### Clock wiring as the flow saved it, run 1

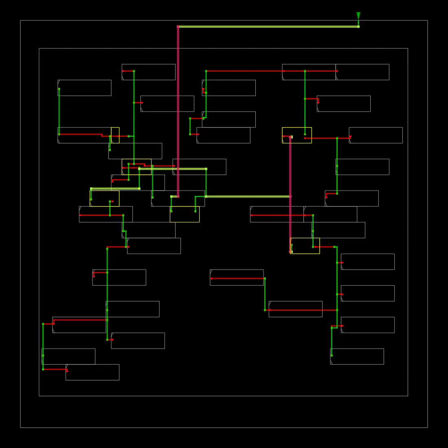
### Drive-strength map, run 1

Scale: 4 px per um.
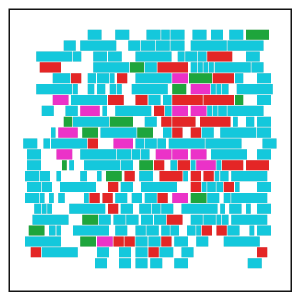
### Cell classes on the final placement, run 1

Scale: 6 px per um.
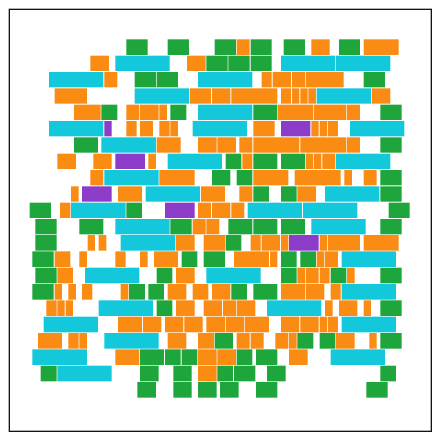
<file path="config.mk">
export PLATFORM = sky130hd
export DESIGN_NAME = dlx_fwd_ctrl
export DESIGN_NICKNAME = d
export VERILOG_FILES = /design/src/rtl/dlx_pipe_pkg.sv /design/src/rtl/dlx_fwd_sel.sv /design/src/rtl/dlx_fwd_ctrl.sv
export SDC_FILE = /design/constraint.sdc
export NUM_CORES = 1
export LEC_CHECK = 0
export CAP_MARGIN = 15
export CORE_MARGIN = 3
export CORE_UTILIZATION = 44
export DETAILED_ROUTE_END_ITERATION = 12
export PLACE_DENSITY = 0.75
export SYNTH_ARGS = -nofsm -noshare
export SYNTH_HDL_FRONTEND = slang
export SYNTH_SLANG_ARGS = --single-unit
</file>
<file path="constraint.sdc">
create_clock -name i_clk -period 2 [get_ports i_clk]
set_input_delay 0.4 -clock i_clk [delete_from_list [all_inputs] [get_ports i_clk]]
set_output_delay 0.4 -clock i_clk [all_outputs]
set_load 0.01 [all_outputs]
</file>
<file path="src/rtl/dlx_pipe_pkg.sv">
// Shared types and constants for the DLX operand-bypass controller.
// Select encodings match the ALU input mux: IN0 regfile, IN1 EX/MEM, IN2 MEM/WB.
package dlx_pipe_pkg;

    localparam int RW_DEF = 5;

    localparam logic [1:0] SEL_RF    = 2'b00;
    localparam logic [1:0] SEL_EXMEM = 2'b01;
    localparam logic [1:0] SEL_MEMWB = 2'b10;

    typedef struct packed {
        logic              v;
        logic [RW_DEF-1:0] rd;
        logic              we;
        logic              ld;
    } slot_t;

endpackage

</file>
<file path="src/rtl/dlx_fwd_sel.sv">
// Per-source bypass select: picks the nearest in-flight producer of one operand.
module dlx_fwd_sel
    import dlx_pipe_pkg::*;
#(
    parameter int RW = RW_DEF
) (
    input  logic          i_use,
    input  logic [RW-1:0] i_src,
    input  logic          i_ex_v,
    input  logic          i_ex_we,
    input  logic [RW-1:0] i_ex_rd,
    input  logic          i_mem_v,
    input  logic          i_mem_we,
    input  logic [RW-1:0] i_mem_rd,
    output logic [1:0]    o_sel
);

    logic w_live;

    // r0 is hard-wired zero, so it is never a bypass candidate.
    assign w_live = i_use & (i_src != '0);

    always_comb begin
        o_sel = SEL_RF;
        if (w_live && i_ex_v && i_ex_we && (i_ex_rd == i_src)) begin
            o_sel = SEL_EXMEM;
        end else if (w_live && i_mem_v && i_mem_we && (i_mem_rd == i_src)) begin
            o_sel = SEL_MEMWB;
        end
    end

endmodule

</file>
<file path="src/rtl/dlx_fwd_ctrl.sv">
// DLX operand-bypass controller: tracks EX/MEM destinations, registers ALU mux
// selects for the instruction entering EX, and requests load-use stalls.
module dlx_fwd_ctrl
    import dlx_pipe_pkg::*;
#(
    parameter int RW = RW_DEF,
    parameter int CW = 16
) (
    input  logic          i_clk,
    input  logic          i_rst_n,
    input  logic          i_hold,
    input  logic          i_id_valid,
    input  logic [RW-1:0] i_id_rs1,
    input  logic [RW-1:0] i_id_rs2,
    input  logic          i_id_use1,
    input  logic          i_id_use2,
    input  logic [RW-1:0] i_id_rd,
    input  logic          i_id_we,
    input  logic          i_id_load,
    output logic          o_sa0,
    output logic          o_sa1,
    output logic          o_sb0,
    output logic          o_sb1,
    output logic          o_haz_stall,
    output logic [CW-1:0] o_stall_cnt
);

    slot_t         r_ex;
    logic          r_mem_v;
    logic [RW-1:0] r_mem_rd;
    logic          r_mem_we;
    logic [1:0]    r_sa;
    logic [1:0]    r_sb;
    logic [CW-1:0] r_stall_cnt;

    logic [1:0]    w_sel_a;
    logic [1:0]    w_sel_b;
    logic          w_hit1;
    logic          w_hit2;
    logic          w_haz;

    assign w_hit1 = i_id_use1 & (i_id_rs1 == r_ex.rd);
    assign w_hit2 = i_id_use2 & (i_id_rs2 == r_ex.rd);
    assign w_haz  = i_id_valid & r_ex.v & r_ex.we & r_ex.ld & (w_hit1 | w_hit2);

    dlx_fwd_sel #(.RW(RW)) u_sel_a (
        .i_use    (i_id_valid & i_id_use1),
        .i_src    (i_id_rs1),
        .i_ex_v   (r_ex.v),
        .i_ex_we  (r_ex.we),
        .i_ex_rd  (r_ex.rd),
        .i_mem_v  (r_mem_v),
        .i_mem_we (r_mem_we),
        .i_mem_rd (r_mem_rd),
        .o_sel    (w_sel_a)
    );

    dlx_fwd_sel #(.RW(RW)) u_sel_b (
        .i_use    (i_id_valid & i_id_use2),
        .i_src    (i_id_rs2),
        .i_ex_v   (r_ex.v),
        .i_ex_we  (r_ex.we),
        .i_ex_rd  (r_ex.rd),
        .i_mem_v  (r_mem_v),
        .i_mem_we (r_mem_we),
        .i_mem_rd (r_mem_rd),
        .o_sel    (w_sel_b)
    );

    always_ff @(posedge i_clk or negedge i_rst_n) begin
        if (!i_rst_n) begin
            r_ex        <= '0;
            r_mem_v     <= 1'b0;
            r_mem_rd    <= '0;
            r_mem_we    <= 1'b0;
            r_sa        <= SEL_RF;
            r_sb        <= SEL_RF;
            r_stall_cnt <= '0;
        end else if (!i_hold) begin
            r_mem_v  <= r_ex.v;
            r_mem_rd <= r_ex.rd;
            r_mem_we <= r_ex.we;
            if (w_haz) begin
                // Bubble into EX; the consumer retries from ID next cycle.
                r_ex <= '0;
                r_sa <= SEL_RF;
                r_sb <= SEL_RF;
                if (r_stall_cnt != '1) begin
                    r_stall_cnt <= r_stall_cnt + CW'(1);
                end
            end else begin
                r_ex.v  <= i_id_valid;
                r_ex.rd <= i_id_rd;
                r_ex.we <= i_id_we & (i_id_rd != '0);
                r_ex.ld <= i_id_load;
                r_sa    <= w_sel_a;
                r_sb    <= w_sel_b;
            end
        end
    end

    assign o_sa0       = r_sa[0];
    assign o_sa1       = r_sa[1];
    assign o_sb0       = r_sb[0];
    assign o_sb1       = r_sb[1];
    assign o_haz_stall = w_haz;
    assign o_stall_cnt = r_stall_cnt;

endmodule

</file>
==> impl_metrics.ini, run 1 <==
; synthesis and place-and-route metrics
[critical_path]
max_stage_delay_ps = 420
cpLargestDelayFamily = simple AND/OR/NAND/NOR gates
crit_arrival_ps = 1810
worst-endpoint-required_ps = 1600
ff2ff_setup_slack_ps = -150
startpoint = r_ex[3]
crit_cells = 6
path_cells = xor2_1 -> nor4_1 -> nand4_1 -> a21bo_4 -> inv_2 -> buf_6
reg2regPathDepth = 9
crit_fanout = 3
r2r-start = r_ex[3]
start_kind = register
endpoint = o_haz_stall
crit_path_end_kind = primary output
crit-reg2reg-capture = o_stall_cnt[15]
criticalPathCategory = register to primary output
crit_path_top_delay_cell = dfrtp_1
worst-path-buf-inv = 2

[final_layout]
layout.nets = 281
nFillCells = 287
drive_gt1_share_pct = 28.13
n_antenna_cell = 0
final-seq-area_um2 = 875.8
syn2layout_area_growth_pct = 54.67
logic_area_um2 = 1060

[detailed_routing]
wl_per_cell_um = 15.44
vias_per_cell = 5.319
drtIter0Drc = 79
wl_um = 4694
drc_errors = 0
vias = 1617
ant_nets = 0
first_pass_iters = 4

[cts]
clk_pin_slew_worst_paths_ps = 60
numCtsBuffers = 5
cts_tree = built
hold_buffers = 0
clockBufferDepth = 2
clk_root_buffer_cell = clkbuf_8
htree_levels = 2

[floorplanning]
num_rows = 22
chip_area_um2 = 4914
initCoreUtil_pct = 47.60
die_y_um = 70.10
io_pins = 44
die_w_um = 70.10

[synthesis]
syn_avg_cell_area_um2 = 10.21
ys_area_um2 = 1808
edf_count = 0
yosys_cells = 177
largest_area_cell = dfrtp_1
ys_seq_share_pct = 48.44
synth_warnings = 0
synth-seq-cells = 35
ff_type = dfrtp_1
topCellsByArea = dfrtp_1, xnor2_1, xor2_1
syn_nets = 201
top_area_share_pct = 48.44
synth.distinct_cells = 29
yosysMostFrequentCell = dfrtp_1
syn_inst = 177
common_cells = dfrtp_1, nand2_1, xnor2_1
async_reset_ff_share_pct = 100.0
synth_area_um2 = 1808

[grt]
grt_max_degree = 36
grt_pass1_wl_um = 7617
antenna_found_initial = 0
overflow = 0
grt_use_total_pct = 19.35
grt_pass1_vias = 1615

[worst_hold_path]
hold_path.class = register to register

[sta]
period_used_pct = 110.6
rsz0062_at_grt = true
setup_violations = 16
maxSlewViolCount = 0
finalCriticalPeriod_ps = 2212
relSlewSlack_pct = 58.95
final_hold_viol_count = 0
setup_ws_ps = -212.0
worst_slew_pin_slew_ps = 611.1
max_freq_mhz = 452.1

[placed_design]
place.gp.congestion = 0.8816
place_ws_ps = -816.8
dp_hpwl_um = 3228
place_area_um2 = 2504
port_buffers = 43

[power]
leakage_nw = 1.238
power_density_nw_per_um2 = 523.9
ir_drop_mv = 0.4137

[run]
warnings = 28
cap_violations = 0

[status]
violations = setup timing
outcome = finished, violations left
Back to the opening pictures, 'Clock wiring as the flow saved it':
clk ins delay skew pair: 280 ps
clk sinks: 35
Clk power: 449 uW
num sequential: 35
Worst Clk Skew: 4.633 ps

Back to the opening pictures, 'Drive-strength map':
magenta -> drive 6 and up  # cells 15
cyan -> drive 1 or less  # cells 184
red -> drive 3 to 4  # cells 41
green -> drive 2  # cells 16

Back to the opening pictures, 'Cell classes on the final placement':
purple -> clock drivers and dummy loads  # cells 6, share of their area 2.7%
green -> other buffers and delay cells  # cells 78, share of their area 26%
cyan -> flip-flops  # cells 35, share of their area 32%
orange -> all other logic  # cells 137, share of their area 39%
sequential cell area share: 31.32%
Finished Cell Area: 2796 um^2
final core occ: 73.62%
core area: 3799 um^2

-- run 1: what timing repair did --
action / CTS / global route
gates cloned: 1 / 0
endpoints found under the hold margin: 0 / 0
endpoints found under the setup margin: 23 / 17
resized: 30 / 23
buffers inserted: 0 / 4
pin swaps: 9 / 19
-- run 1: layout make-up --
class | count | share of cell area (%)
Multi-Input combinational cell | 134 | 37.90
Inverter | 3 | 0.4027
Timing Repair Buffer | 78 | 25.64
Clock buffer | 6 | 2.595
Tap cell | 48 | 2.148
Sequential cell | 35 | 31.32
-- run 1: per-layer routing --
metal / vias up / GRT usage (%) / routed length [um] / part of all wire, %
met5: - / 0 / 0 / 0
met4: 0 / 5.106 / 72 / 1.5
met3: 7 / 4.460 / 158 / 3.4
met2: 40 / 31.90 / 2364 / 50
met1: 787 / 25.55 / 2099 / 45
li1: 783 / - / - / -
-- run 1: worst reg2reg max path, delay by kind of cell (launching register included) --
family	cells	cell delay, ps
buf+inv	3	440
xor+xnor	2	370
compound gates	1	160
flops	1	420
simple gates	3	670
-- run 1: cells in the final DEF, fill, tap and decap left out, types with 2 or more instances in the layout --
cell	count
and3_1	3
buf_4	26
buf_6	10
clkbuf_8	5
clkdlybuf4s50_1	33
dfrtp_1	35
dlygate4sd2_1	9
inv_1	2
mux2_2	7
mux2_4	3
nand2_1	25
nand2_2	2
nand2b_1	2
nand3_1	3
nand3_2	3
nand4_1	10
nor2_1	5
nor2b_1	2
nor3_1	2
nor4_1	3
nor4_4	4
o21ai_0	10
o41ai_1	2
or4_1	3
xnor2_1	18
xnor2_2	2
xor2_1	13
-- run 1: flip-flops by register name, summed over array words and instances, names as in the netlist --
signal / cells
r_mem_rd: 5
r_sb: 2
r_mem_we: 1
r_mem_v: 1
r_sa: 2
r_ex: 8
o_stall_cnt: 16
-- run 1: stage by stage --
step	hold WS, ps	total power, mW	instances	util (%)	setup TNS, ps
global route	527.6	1.537	304	73.62	-3656
floorplan	104.4	0.8848	177	-	0
detailed placement	464.2	1.020	293	65.91	-12430
global placement	463.7	1.014	293	65.91	-11620
CTS	480.2	1.469	300	70.06	-451.6
finish	475.5	1.465	304	73.62	-1242
-- run 1: power by group --
group | switching [mW] | internal, mW | leakage, nW
combinational | 0.101 | 0.135 | 0.738
sequential | 0.0365 | 0.743 | 0.462
clock | 0.218 | 0.232 | 0.0371
-- run 1: worst min-delay path by stage --
stage	slack [ps]	depth (start not counted)	start	to
after floorplan	100	0	i_rst_n	o_stall_cnt[0]
after global placement	460	2	r_sa[0]	r_sa[0]
after detailed placement	460	2	r_sb[0]	r_sb[0]
after CTS	480	2	r_sb[0]	r_sb[0]
after global routing	530	1	o_stall_cnt[9]	o_stall_cnt[9]
final	480	2	r_sb[0]	r_sb[0]
-- run 1: cell families (layout without fill, tap and decap cells) --
kind of cell	count (synthesis)	count (layout)	share of synthesized area, %
and+or+nand+nor	73	73	20.97
DFF	35	35	48.44
xor gates and xnor gates	33	33	15.99
AOI/OAI and AO/OA	17	17	5.952
muxes	10	10	6.228
buffers and inverters	8	87	1.730
adders and majority gates	1	1	0.6919
--- run 2 (diff from run 1) ---
--- a/config.mk
+++ b/config.mk
@@ -6,6 +6,7 @@
 export NUM_CORES = 1
 export LEC_CHECK = 0
 export CAP_MARGIN = 15
+export CORE_ASPECT_RATIO = 0.8
 export CORE_MARGIN = 3
 export CORE_UTILIZATION = 44
 export DETAILED_ROUTE_END_ITERATION = 12
==> impl_metrics.ini, run 2 <==
; synthesis and place-and-route metrics
[final_layout]
drive_gt1_share_pct = 24.90
mostFrequentLayoutCell = dfrtp_1
n_antenna_cell = 0
syn2layout_area_growth_pct = 51.76
largest_reg_flops = 16
lay_top_cells = dfrtp_1, clkdlybuf4s50_1, nand2_1, buf_4, xnor2_1
layout.nets = 276

[run]
warnings = 28
cap_violations = 0

[synthesis]
synth_warnings = 0
syn_nets = 201
syn_inst = 177
ff_type = dfrtp_1
synth.distinct_cells = 29
async_reset_ff_share_pct = 100.0
edf_count = 0
syn_avg_cell_area_um2 = 10.21
synth-seq-cells = 35
top_area_share_pct = 48.44
ys_area_um2 = 1808
topCellsByArea = dfrtp_1, xnor2_1, xor2_1
yosysMostFrequentCell = dfrtp_1
common_cells = dfrtp_1, nand2_1, xnor2_1
ys_seq_share_pct = 48.44
synth_area_um2 = 1808
largest_area_cell = dfrtp_1
yosys_cells = 177

[critical_path]
crit_arrival_ps = 1790
start_kind = input pin
crit_fanout = 2
worst-endpoint-required_ps = 1600
crit_path_top_delay_cell = clkdlybuf4s50_1
worst-path-buf-inv = 3
crit_path_end_kind = primary output
cpLargestDelayFamily = buffers and inverters
max_stage_delay_ps = 430
criticalPathCategory = input pin to primary output
path_cells = clkdlybuf4s50_1 -> xor2_1 -> nor4_2 -> nand4_1 -> a21bo_4 -> inv_2 -> buf_6

[detailed_routing]
vias_per_cell = 5.185
first_pass_iters = 4
drc_errors = 0
ant_nets = 0
wl_per_cell_um = 14.72
drtIter0Drc = 154
wl_um = 4534
vias = 1597

[power]
clkPwrFrac_pct = 39.4
comb_power_share_pct = 14.0
seqPwrFrac_pct = 46.6
internal-power_mw = 1.279
power_density_nw_per_um2 = 609.0
leakage_nw = 1.202
p_sw_uw = 392.3
p_total_mw = 1.671
switching_share_pct = 23.48
ir_drop_mv = 0.3701

[grt]
overflow = 0
grt_pass1_wl_um = 7769
grtUsageMet1_pct = 27.80
use_met2_pct = 31.41
grt_max_degree = 36
antenna_found_initial = 0
grt_use_total_pct = 19.95
grt-busiest-layer = met2
grt_util_met3_pct = 4.286
grt_pass1_vias = 1604

[sta]
finalCriticalPeriod_ps = 2185
worst_slew_pin_slew_ps = 634.7
rsz0062_at_grt = true
period_used_pct = 109.3
max_freq_mhz = 457.6
final_hold_viol_count = 0
setup_violations = 10
final.setup_skew_ps = 7.109
setup_ws_ps = -185.4
relSlewSlack_pct = 57.36
tns_ps = -773.3
maxSlewViolCount = 0

[floorplanning]
num_rows = 20
die_w_um = 77.67
core-area_um2 = 3879
initCoreUtil_pct = 46.61
io_pins = 44
die_y_um = 63.34
chip_area_um2 = 4919

[cts]
hold_buffers = 0
htree_levels = 2
clk_root_buffer_cell = clkbuf_8
cts_tree = built
clk_pin_slew_worst_paths_ps = 70
cts.sinks = 35
clockBufferDepth = 2

[placed_design]
place_ws_ps = -836.7
port_buffers = 43
place.gp.congestion = 0.8394
dp_hpwl_um = 3174

[worst_hold_path]
hold_path.class = register to register

[status]
violations = setup timing
outcome = finished, violations left
-- run 2: worst min-delay path: cells and delay by family, from the launching register on --
family | cells | cell delay (ps)
AOI/OAI and AO/OA | 1 | 50
DFF | 1 | 350
and+or+nand+nor | 1 | 60
-- run 2: worst paths after layout --
check / startpoint / to / cells after the start / slack (ps)
worst min-delay path: r_sb[0] / r_sb[0] / 2 / 490
worst max register to register: r_ex[3] / o_stall_cnt[14] / 8 / -100
worst min register to register: r_sb[0] / r_sb[0] / 2 / 490
worst max-delay path: i_id_rs1[4] / o_haz_stall / 7 / -190
max in group asynchronous: i_rst_n / o_stall_cnt[3] / 2 / 1170
min in group asynchronous: i_rst_n / o_stall_cnt[9] / 2 / 510
-- run 2: per-layer routing --
metal | wire (um) | vias to the layer above
met5 | 0 | -
met4 | 37 | 0
met3 | 228 | 4
met2 | 2186 | 49
met1 | 2082 | 773
li1 | - | 771
-- run 2: cell type report --
| class | count | area (um^2) |
|---|---|---|
| clock buffers | 6 | 82.58 |
| repair buffers | 73 | 663.1 |
| multi-input cells | 134 | 1007 |
| clock inverters | 2 | 35.03 |
| well taps | 55 | 68.82 |
| inverters | 3 | 11.26 |
| flip-flops and latches | 35 | 875.8 |
| fillers | 289 | 1135 |
-- run 2: per-stage QoR --
step	cell area, um^2	instances	hold slack (ps)	util (%)
3_3_place_gp	2497	298	467.8	64.39
4_1_cts	2713	308	491.6	69.94
5_1_grt	2744	308	523.1	70.74
3_5_place_dp	2497	298	467.9	64.39
2_1_floorplan	1808	177	104.4	-
6_report	2744	308	489.4	70.74
-- run 2: kinds of logic after synthesis --
family	after synthesis	share of synthesized area [%]
AND/OR/NAND/NOR	73	20.97
multiplexers	10	6.228
buffers and inverters	8	1.730
adder cells (fa/ha/maj)	1	0.6919
flip-flops	35	48.44
XOR/XNOR	33	15.99
AND-OR/OR-AND	17	5.952
-- run 2: power groups by stage --
stage,clock [mW],combinational [mW],sequential [mW]
finish,0.659,0.233,0.779
CTS,0.658,0.230,0.778
global route,0.697,0.259,0.783
detailed placement,0,0.225,0.791
floorplan,0,0.0990,0.786
global placement,0,0.221,0.790
-- run 2: what timing repair did --
| action | 4_1_cts | 5_1_grt |
|---|---|---|
| cloned | 1 | 0 |
| endpoints found under the setup margin | 27 | 25 |
| resized | 28 | 6 |
| buffers inserted | 1 | 0 |
| pin swaps | 11 | 11 |
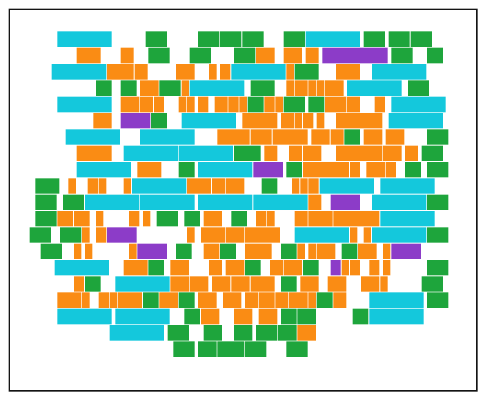
*Cell classes on the final placement, run 2*
Scale: 6 px per um.
green -> other buffers and delay cells  # cells 73, share of their area 25%
cyan -> flip-flops  # cells 35, share of their area 33%
orange -> all other logic  # cells 137, share of their area 38%
purple -> clock drivers and dummy loads  # cells 8, share of their area 4.4%

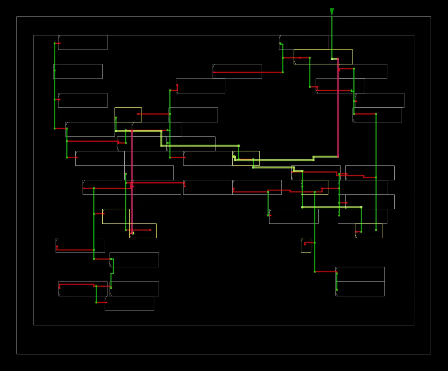
*Clock wiring as the flow saved it, run 2*
CTS Buf Count: 5
Clk power: 659 uW
clk ins delay skew pair: 290 ps

--- run 3 (diff from run 2) ---
--- a/config.mk
+++ b/config.mk
@@ -11,6 +11,7 @@
 export CORE_UTILIZATION = 44
 export DETAILED_ROUTE_END_ITERATION = 12
 export PLACE_DENSITY = 0.75
+export REMOVE_ABC_BUFFERS = 1
 export SYNTH_ARGS = -nofsm -noshare
 export SYNTH_HDL_FRONTEND = slang
 export SYNTH_SLANG_ARGS = --single-unit
==> impl_metrics.ini, run 3 <==
; synthesis and place-and-route metrics
[sta]
max_freq_mhz = 439.2
period_used_pct = 113.8
tns_ps = -1205
setup_violations = 13
final_hold_viol_count = 0
worst_slew_pin_slew_ps = 770.9
relSlewSlack_pct = 48.21
finalCriticalPeriod_ps = 2277
setup_ws_ps = -276.7

[cts]
clk_root_buffer_cell = clkbuf_8
hold_buffers = 0
htree_levels = 2
clockBufferDepth = 2
cts_tree = built
cts.sinks = 35

[synthesis]
yosys_cells = 177
top_area_share_pct = 48.44
async_reset_ff_share_pct = 100.0
ys_area_um2 = 1808
synth_warnings = 0
synth-seq-cells = 35
yosysMostFrequentCell = dfrtp_1
synth.distinct_cells = 29
syn_avg_cell_area_um2 = 10.21
synth_area_um2 = 1808
topCellsByArea = dfrtp_1, xnor2_1, xor2_1

[floorplanning]
io_pins = 44
die_y_um = 63.34
chip_area_um2 = 4919
die_w_um = 77.67
core-area_um2 = 3879

[placed_design]
place_area_um2 = 2512
place.gp.congestion = 0.8977

[critical_path]
path_cells = xnor2_1 -> nand4_1 -> or4_4 -> a21bo_4 -> inv_2 -> buf_6
worst-endpoint-required_ps = 1600
startpoint = r_ex[3]
crit_fanout = 2
crit_path_end_kind = primary output
criticalPathCategory = register to primary output

[detailed_routing]
drtIter0Drc = 110
vias = 1659
drc_errors = 0
vias_per_cell = 5.334

[grt]
grt-busiest-layer = met2
use_met2_pct = 28.42
grtUsageMet1_pct = 28.34
grt_pass1_wl_um = 7472
grt_util_met3_pct = 5.143
antenna_found_initial = 0

[run]
warnings = 27
cap_violations = 0

[status]
violations = setup timing
outcome = finished, violations left

[power]
ir_drop_mv = 0.4667
leakage_nw = 1.266

[final_layout]
final_cell_area_um2 = 2845
lay_top_cells = clkdlybuf4s50_1, dfrtp_1, buf_4
drive_gt1_share_pct = 28.91
layout.nets = 279

[worst_hold_path]
hold_start = r_sb[0]
==> run 3: final timing paths <==
| path | end | slack (ps) | cells past startpoint |
|---|---|---|---|
| worst max-delay path | o_haz_stall | -280 | 6 |
| worst min-delay path | r_sb[0] | 490 | 2 |
| worst max register to register | o_stall_cnt[8] | -150 | 8 |
| worst min register to register | r_sb[0] | 490 | 2 |
| max in group asynchronous | o_stall_cnt[14] | 1180 | 2 |
| min in group asynchronous | o_stall_cnt[12] | 510 | 2 |
==> run 3: per-layer routing <==
layer | vias up | share of wire (%)
li1 | 779 | -
met5 | - | 0
met1 | 815 | 47
met3 | 14 | 4.4
met2 | 51 | 46
met4 | 0 | 2.5
==> run 3: layout make-up <==
class	instances	area [um^2]
Multi-Input combinational cell	134	1075
Clock buffer	6	82.58
Tap cell	55	68.82
Timing Repair Buffer	76	696.9
Sequential cell	35	875.8
Inverter	3	11.26
Fill cell	272	1033
Clock inverter	2	35.03
==> run 3: metrics by stage <==
stage / total power, mW / hold WS [ps] / setup slack (ps)
global placement: 1.020 / 464.4 / -826.9
detailed placement: 1.026 / 467.2 / -825.6
global route: 1.777 / 524.9 / -344.1
CTS: 1.700 / 491.5 / -311.8
finish: 1.696 / 485.9 / -276.7
floorplan: 0.8778 / 104.4 / -140.3
==> run 3: timing repair <==
action / 4_1_cts / 5_1_grt
pin swaps: 13 / 22
cloned: 1 / 0
setup endpoints to repair: 21 / 20
gates resized: 30 / 22
buffers inserted: 2 / 1
==> run 3: worst max-delay path, delay by kind of cell, from the launching register on <==
kind	cells	cell delay (ps)
AOI/OAI and AO/OA	1	240
xor gates and xnor gates	1	190
buffers and inverters	2	140
DFF	1	440
and+or+nand+nor	2	570
==> run 3: power breakdown <==
part / leakage, nW / switching [mW] / internal, mW
registers: 0.462 / 0.0375 / 0.743
logic: 0.743 / 0.105 / 0.140
clock network: 0.0612 / 0.267 / 0.403
total: 1.27 / 0.410 / 1.29
==> run 3: cells by family after synthesis <==
| group | Yosys count | share of synthesized area, % |
|---|---|---|
| simple gates | 73 | 20.97 |
| flops | 35 | 48.44 |
| xor+xnor | 33 | 15.99 |
| compound gates | 17 | 5.952 |
| mux | 10 | 6.228 |
| buf+inv | 8 | 1.730 |
| fa+ha+maj | 1 | 0.6919 |
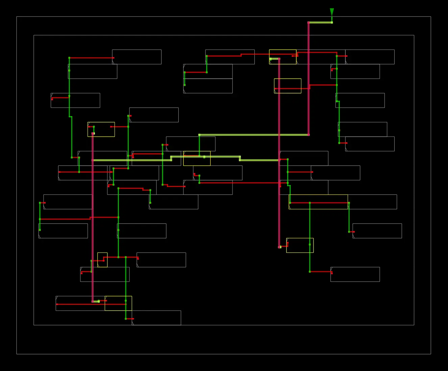
*Clock wiring as the flow saved it, run 3*
Worst Clk Skew: 2.581 ps
Clk power: 671 uW
clk ins delay skew pair: 300 ps
clkbuf count: 6

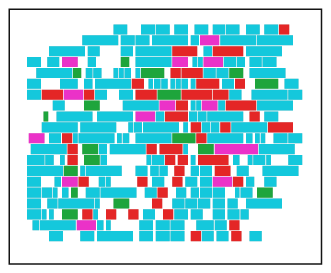
*Drive-strength map, run 3*
Scale: 4 px per um.
magenta -> drive 6 and up  # cells 13
cyan -> drive 1 or less  # cells 182
red -> drive 3 to 4  # cells 44
green -> drive 2  # cells 17


## Gallery

Signal metal coverage by tile.
picture 1
Scale: 4 px per um. 16 x 13 tiles, from dark purple (low) to yellow (high), scaled to the fullest tile. Values are wire area over tile area, all layers added.
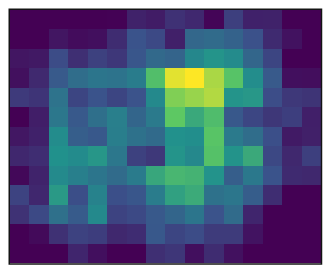
picture 2
Scale: 4 px per um. 16 x 13 tiles, from dark purple (low) to yellow (high), scaled to the fullest tile. Values are wire area over tile area, all layers added.
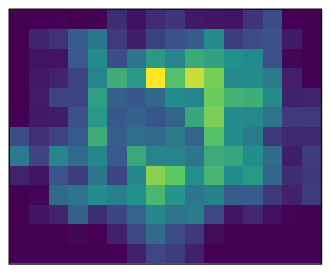
picture 3
Scale: 6 px per um. 14 x 14 tiles, from dark purple (low) to yellow (high), scaled to the fullest tile. Values are wire area over tile area, all layers added.
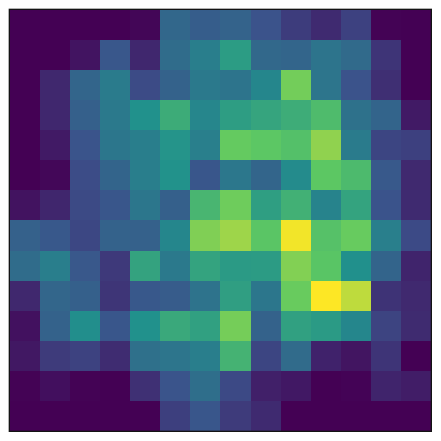
run 1 -> picture 3
run 3 -> picture 1
run 2 -> picture 2

Key to picture 1:
densest ninth of the die = centre
fullest tile = 0.62
tiles over half the peak = 14%
nearly empty tiles = 16%
mean over tiles = 0.16
emptiest ninth of the die = south-east

Power and IR drop assume default switching activity.
